==> images/closeup.png <==
Region (98, 26) to (118, 46) um. Cells in gray, sequential cells in the stronger gray; small squares are vias.
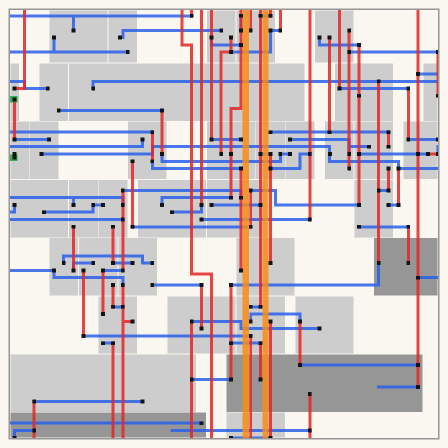
==> images/layers.png <==
Scale: 2 px per um.
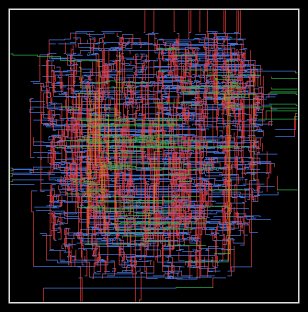
--- src/rtl/pipe_hazard_ctrl_pkg.sv ---
`default_nettype none
// ============================================================================
// Module   : pipe_hazard_ctrl_pkg
// Purpose  : Shared types and constants for the pipeline hazard controller
// Revision : 1.0 - initial release
// ============================================================================
package pipe_hazard_ctrl_pkg;

    // Architectural register file geometry (R0 is hardwired zero)
    localparam int NREG_DEF  = 32;
    localparam int REG_IDX_W = 5;

    // Opcodes the decoder maps onto id_is_halt / id_is_branch
    localparam logic [5:0] OP_HLT   = 6'h3F;
    localparam logic [5:0] OP_BEQZ  = 6'h04;
    localparam logic [5:0] OP_BNEQZ = 6'h05;

    // Control FSM encoding
    typedef enum logic [2:0] {
        ST_RUN     = 3'd0,
        ST_BR_WAIT = 3'd1,
        ST_FLUSH   = 3'd2,
        ST_DRAIN   = 3'd3,
        ST_HALTED  = 3'd4
    } state_t;

endpackage
`default_nettype wire

--- src/rtl/pipe_hazard_ctrl_scoreboard.sv ---
`default_nettype none
// ============================================================================
// Module   : hazard_scoreboard
// Purpose  : Per-register pending-write counters with one increment and one
//            decrement port; reports busy/full vectors and an error pulse.
// Revision : 1.0 - initial release
// ============================================================================
module hazard_scoreboard
    import pipe_hazard_ctrl_pkg::*;
#(
    parameter int NREG  = NREG_DEF,
    parameter int CNT_W = 2
) (
    input  logic                 clk1,
    input  logic                 rst_n,
    input  logic                 i_inc_en,
    input  logic [REG_IDX_W-1:0] i_inc_idx,
    input  logic                 i_dec_en,
    input  logic [REG_IDX_W-1:0] i_dec_idx,
    output logic [NREG-1:0]      o_busy,
    output logic [NREG-1:0]      o_full,
    output logic                 o_any_busy,
    output logic                 o_err
);

    logic [NREG-1:0] w_err;

    generate
        for (genvar i = 0; i < NREG; i++) begin : g_reg
            if (i == 0) begin : g_zero
                // R0 never holds a pending write
                assign o_busy[i] = 1'b0;
                assign o_full[i] = 1'b0;
                assign w_err[i]  = 1'b0;
            end else begin : g_cnt
                localparam logic [REG_IDX_W-1:0] c_IDX = REG_IDX_W'(i);
                logic [CNT_W-1:0] r_cnt;
                logic             w_inc;
                logic             w_dec;

                assign w_inc = i_inc_en && (i_inc_idx == c_IDX);
                assign w_dec = i_dec_en && (i_dec_idx == c_IDX);

                // Counter saturates at both ends; simultaneous inc+dec cancel
                always_ff @(posedge clk1 or negedge rst_n) begin
                    if (!rst_n) begin
                        r_cnt <= '0;
                    end else if (w_inc && !w_dec && (r_cnt != '1)) begin
                        r_cnt <= r_cnt + CNT_W'(1);
                    end else if (w_dec && !w_inc && (r_cnt != '0)) begin
                        r_cnt <= r_cnt - CNT_W'(1);
                    end
                end

                assign w_err[i]  = (w_inc && !w_dec && (r_cnt == '1)) ||
                                   (w_dec && !w_inc && (r_cnt == '0));
                assign o_busy[i] = |r_cnt;
                assign o_full[i] = &r_cnt;
            end
        end
    endgenerate

    assign o_any_busy = |o_busy;
    assign o_err      = |w_err;

endmodule
`default_nettype wire

--- src/rtl/pipe_hazard_ctrl.sv ---
`default_nettype none
// ============================================================================
// Module   : pipe_hazard_ctrl
// Purpose  : ID-stage interlock: RAW/counter-full stalls, branch wait/flush,
//            and HLT drain sequencing on top of a pending-write scoreboard.
// Revision : 1.0 - initial release
// ============================================================================
module pipe_hazard_ctrl
    import pipe_hazard_ctrl_pkg::*;
#(
    parameter int NREG  = NREG_DEF,
    parameter int CNT_W = 2
) (
    input  logic                 clk1,
    input  logic                 rst_n,
    input  logic                 id_valid,
    input  logic [REG_IDX_W-1:0] id_src1,
    input  logic [REG_IDX_W-1:0] id_src2,
    input  logic                 id_src1_used,
    input  logic                 id_src2_used,
    input  logic [REG_IDX_W-1:0] id_dst,
    input  logic                 id_wr_en,
    input  logic                 id_is_branch,
    input  logic                 id_is_halt,
    input  logic                 ex_br_resolved,
    input  logic                 ex_br_taken,
    input  logic                 wb_valid,
    input  logic [REG_IDX_W-1:0] wb_dst,
    output logic                 issue,
    output logic                 stall,
    output logic                 flush_ifid,
    output logic                 halted,
    output logic                 sb_err
);

    state_t          r_state;
    state_t          w_state_nxt;
    logic [NREG-1:0] w_busy;
    logic [NREG-1:0] w_full;
    logic            w_any_busy;
    logic            w_sb_err_evt;
    logic            w_can_issue;
    logic            w_issue;
    logic            w_stall;
    logic            w_flush;
    logic            w_halted;
    logic            r_sb_err;

    // HLT issues but never reserves a destination
    hazard_scoreboard #(
        .NREG  (NREG),
        .CNT_W (CNT_W)
    ) u_sb (
        .clk1       (clk1),
        .rst_n      (rst_n),
        .i_inc_en   (w_issue & id_wr_en & ~id_is_halt),
        .i_inc_idx  (id_dst),
        .i_dec_en   (wb_valid),
        .i_dec_idx  (wb_dst),
        .o_busy     (w_busy),
        .o_full     (w_full),
        .o_any_busy (w_any_busy),
        .o_err      (w_sb_err_evt)
    );

    assign w_can_issue = id_valid
                       & ~(id_src1_used & w_busy[id_src1])
                       & ~(id_src2_used & w_busy[id_src2])
                       & ~(id_wr_en & w_full[id_dst]);

    // State register
    always_ff @(posedge clk1 or negedge rst_n) begin
        if (!rst_n) begin
            r_state <= ST_RUN;
        end else begin
            r_state <= w_state_nxt;
        end
    end

    // Next-state decode
    always_comb begin
        w_state_nxt = r_state;
        case (r_state)
            ST_RUN: begin
                if (w_issue && id_is_halt) begin
                    w_state_nxt = ST_DRAIN;
                end else if (w_issue && id_is_branch) begin
                    w_state_nxt = ST_BR_WAIT;
                end
            end
            ST_BR_WAIT: begin
                if (ex_br_resolved) begin
                    w_state_nxt = ex_br_taken ? ST_FLUSH : ST_RUN;
                end
            end
            ST_FLUSH:  w_state_nxt = ST_RUN;
            ST_DRAIN: begin
                if (!w_any_busy) begin
                    w_state_nxt = ST_HALTED;
                end
            end
            ST_HALTED: w_state_nxt = ST_HALTED;
            default:   w_state_nxt = ST_RUN;
        endcase
    end

    // Output decode per state
    always_comb begin
        w_issue  = 1'b0;
        w_stall  = 1'b0;
        w_flush  = 1'b0;
        w_halted = 1'b0;
        case (r_state)
            ST_RUN: begin
                w_issue = w_can_issue;
                w_stall = id_valid & ~w_can_issue;
            end
            ST_BR_WAIT: w_stall = 1'b1;
            ST_FLUSH: begin
                w_stall = 1'b1;
                w_flush = 1'b1;
            end
            ST_DRAIN:  w_stall  = 1'b1;
            ST_HALTED: w_halted = 1'b1;
            default: ;
        endcase
    end

    // Sticky scoreboard error flag
    always_ff @(posedge clk1 or negedge rst_n) begin
        if (!rst_n) begin
            r_sb_err <= 1'b0;
        end else if (w_sb_err_evt) begin
            r_sb_err <= 1'b1;
        end
    end

    // Reset forces the handshake outputs low regardless of ID inputs
    assign issue      = rst_n & w_issue;
    assign stall      = rst_n & w_stall;
    assign flush_ifid = rst_n & w_flush;
    assign halted     = rst_n & w_halted;
    assign sb_err     = r_sb_err;

endmodule
`default_nettype wire
--- config.mk ---
export PLATFORM = sky130hd
export DESIGN_NAME = pipe_hazard_ctrl
export DESIGN_NICKNAME = d
export VERILOG_FILES = /design/src/rtl/pipe_hazard_ctrl_pkg.sv /design/src/rtl/pipe_hazard_ctrl_scoreboard.sv /design/src/rtl/pipe_hazard_ctrl.sv
export SDC_FILE = /design/constraint.sdc
export NUM_CORES = 1
export LEC_CHECK = 0
export ABC_AREA = 1
export CAP_MARGIN = 15
export CORE_AREA = 10 10 134 136
export CTS_CLUSTER_DIAMETER = 100
export DETAILED_ROUTE_END_ITERATION = 16
export DIE_AREA = 0 0 144 146
export MAX_ROUTING_LAYER = met4
export SYNTH_ARGS = -nofsm -noshare
export SYNTH_HDL_FRONTEND = slang
export SYNTH_HIERARCHICAL = 1
export SYNTH_SLANG_ARGS = --single-unit
--- constraint.sdc ---
create_clock -name clk1 -period 3.5 [get_ports clk1]
set_clock_uncertainty 0.1 [all_clocks]
set_input_delay 0.7 -clock clk1 [delete_from_list [all_inputs] [get_ports clk1]]
set_output_delay 0.7 -clock clk1 [all_outputs]
set_load 0.05 [all_outputs]
==> run notes <==
fresh numbers from the pnr run: status finished clean, number of buffers created by CTS 9, YS chip area 5970 um2, Net Switching 1.52 mW, first drt pass iteration count 5, clock sinks 66, Final setup viols 0, global route overflow 0, cell internal pwr 2.30 mW, share of layout cells above drive strength 1 24.3%, initial antenna violation count 1, nets@finish 1,219, P_seq 1.07 mW, chip area 21,000 um2, syn avg cell area 5.80 um2, vias 7,212, buffer share of cell area about 17%, area leader, netlist dfrtp_1, # diodes 0, Crit. End Element flop, max_slew headroom 45.2%, CP Class in2reg, Seq/total area 20.1%, Distinct lib cells used 30, setup TNS 0 ps, met3 GRT Util 6.20%, cell type taking the most area combinational gates, Post-Place Cells between 1,000 and 1,500, WP data arrival 3580 ps, top cells by area dfrtp_1, nand2_1, nand3_1, Reg power frac 28.0%, Place WS -791 ps, Die X 144 um, IO buf count 35, worst setup margin 119 ps, vias in the first global route 6,640, switching fraction of total power 39.8%, Comb power frac 43.5%, Pre-Place Util 38.6%, num ports 36, H-tree levels 3, Synth flops 66, Final Max Slew Viols 0, drt drc 0, HPWL Detailed between 15 and 20 mm, total power 3.82 mW, final hold slack 70.9 ps, top area contributor share 27.7%, minimum clock period about 3400 ps, Reg2Reg Setup Slack 130 ps, Non-Clock Inverter Count 148, Total Routing Usage GR 23.1%, Startpoint Class input port, met1 Track Usage GR 30.9%, mean routed wirelength per cell 17.3 um, post-route cell area 8250 um2, Repair and plain buffers approximately 160, max-cap violation count 0, Post-synth seq share between 20% and 30%, Tap Cells 192, Comb gate area 3990 um2, DR vias/cell 5.21, cells in synth_stat.txt between 1,000 and 1,500, largest net degree at the start of global routing 64, tool warnings 27, first-pass GRT wire length 36.4 mm, Max Freq 296 MHz, clkbuf count 10, Synth Instances just over 1,000, critical path required time about 3700 ps, clock slew at reported path FFs 60 ps, Crit Path Max Fanout 12, core area approximately 15,000 um2, Peak VDD IR roughly 280 uV, YS warnings 6, P&R area growth vs syn 38.1%, GP Congestion 1.03, post-route antenna net violation count 0, clock-cell share of area under 10%, fraction of area in multi-input gates 48.4%, Final Instance Count excl. Fillers ~1,400, Most Crowded Layer GR met2, FF+latch count 66, RSZ-0062 raised after global routing true, Max Root-Sink Buffers 2, num rows about 46, placed cell area 7310 um2, WL met3 ~2.0 mm, P_comb 1.66 mW, Clock Power Share 28.4%, Clock Power roughly 1.1 mW, Starting DRT DRC Count 627, Seq. cell area about 1700 um2, Top pwr grp combinational logic, worst skew pair latency 360 ps, WL met2 slightly above 10 mm, CTS tree built, Worst Tran Pin Value 821 ps
-- closeup.png (at the start) --
layer	color
M1	blue
M2	red
M3	green
M4	orange
most frequent	buf_4 (6), nand2_1 (5), o21ai_0 (4)
cells with their middle in the window	33
netlist names of flops here include	u_sb/g_reg.g_cnt.r_cnt (1)
sequential cells in the window	1

-- layers.png (at the start) --
layer	color	wire length
M4	orange	719 um
M2	red	10,400 um
M1	blue	10,800 um
M3	green	1,960 um

## cell usage after synthesis
master / number
a21oi_1: 20
o21ai_0: 56
xor2_1: 31
nand4_1: 11
clkinv_2: 1
o21a_1: 1
inv_1: 139
dfrtp_1: 66
nor2_2: 5
nand2_1: 326
inv_2: 4
nor2_4: 3
nor3_1: 3
nor4_1: 4
buf_4: 4
nor3b_1: 1
and2_1: 1
nand3b_1: 3
buf_2: 7
o21ai_1: 9
nand2_2: 5
nand3_2: 1
or2_2: 2
buf_6: 7
clkinv_1: 1
nor2_1: 141
nand3_1: 162
inv_4: 3
conb_1: 1
o22ai_1: 12
## worst paths after layout
check	cells after the start	to	startpoint
worst max-delay path	27	sb_err	id_dst[0]
worst min-delay path	1	r_state[1]	rst_n
worst max register to register	28	sb_err	u_sb/g_reg[4].g_cnt.r_cnt[0]
worst min register to register	1	u_sb/g_reg[26].g_cnt.r_cnt[0]	u_sb/g_reg[26].g_cnt.r_cnt[0]
max in group asynchronous	2	u_sb/g_reg[17].g_cnt.r_cnt[1]	rst_n
min in group clk1	1	u_sb/g_reg[26].g_cnt.r_cnt[0]	u_sb/g_reg[26].g_cnt.r_cnt[0]
## critical path: stages
cell and delay [ps]:
buf_2 150, buf_8 160, nand2_1 60, nand3_1 80, nand3_1 80, nand2_1 60, nand2_1 70, nand3b_1 120
nand3_2 120, nand2_2 80, nor2_4 140, nand2_4 70, nor3b_4 220, inv_2 70, nor2_4 170, buf_6 130
buf_12 120, clkinvlp_4 180, buf_4 190, nor2_1 100, nand3_1 80, nand4_1 110, nor2_1 60, nand2_1 60
nor2_1 30, nand2_1 50, or2_4 100
## cell usage in the layout (no fill, tap or decap), types with 2 or more instances in the layout
cell / instances
nand2_1: 304
nand3_1: 134
inv_1: 112
nor2_1: 111
buf_4: 111
dfrtp_1: 62
o21ai_0: 55
xor2_1: 31
inv_2: 28
nand3_2: 27
nor2_2: 26
nand2_2: 21
a21oi_1: 20
clkdlybuf4s50_1: 20
buf_6: 13
nor2_4: 12
o22ai_1: 12
nand4_1: 11
o21ai_1: 10
clkbuf_16: 9
buf_12: 8
nand2_4: 6
inv_4: 5
buf_2: 4
nor4_1: 4
dfrtp_2: 4
nand3b_1: 3
nor3_1: 3
bufinv_16: 3
clkinvlp_4: 3
dlymetal6s2s_1: 3
clkbuf_2: 2
dlygate4sd2_1: 2
nand3_4: 2
conb_1: 2
## repair_timing
| action | CTS | global route |
|---|---|---|
| resized | 47 | 133 |
| pin swaps | 6 | 41 |
| hold buffers | 0 | 0 |
| buffers inserted | 5 | 11 |
| endpoints found under the setup margin | 31 | 15 |
| gates cloned | 4 | 0 |
## logic make-up after synthesis
| family | after synthesis | share of synthesized area, % |
|---|---|---|
| buffers and inverters | 166 | 11.9 |
| DFF | 66 | 27.7 |
| and+or+nand+nor | 668 | 47.4 |
| AOI/OAI and AO/OA | 98 | 8.51 |
| xor gates and xnor gates | 31 | 4.55 |
| other | 1 | 0.0628 |
## state kept, by name, indices dropped and copies added, names as in the netlist
name,flops
sb_err,1
r_state,3
u_sb/g.g_cnt.r_cnt,62
Power is estimated from default activity; no workload was simulated.
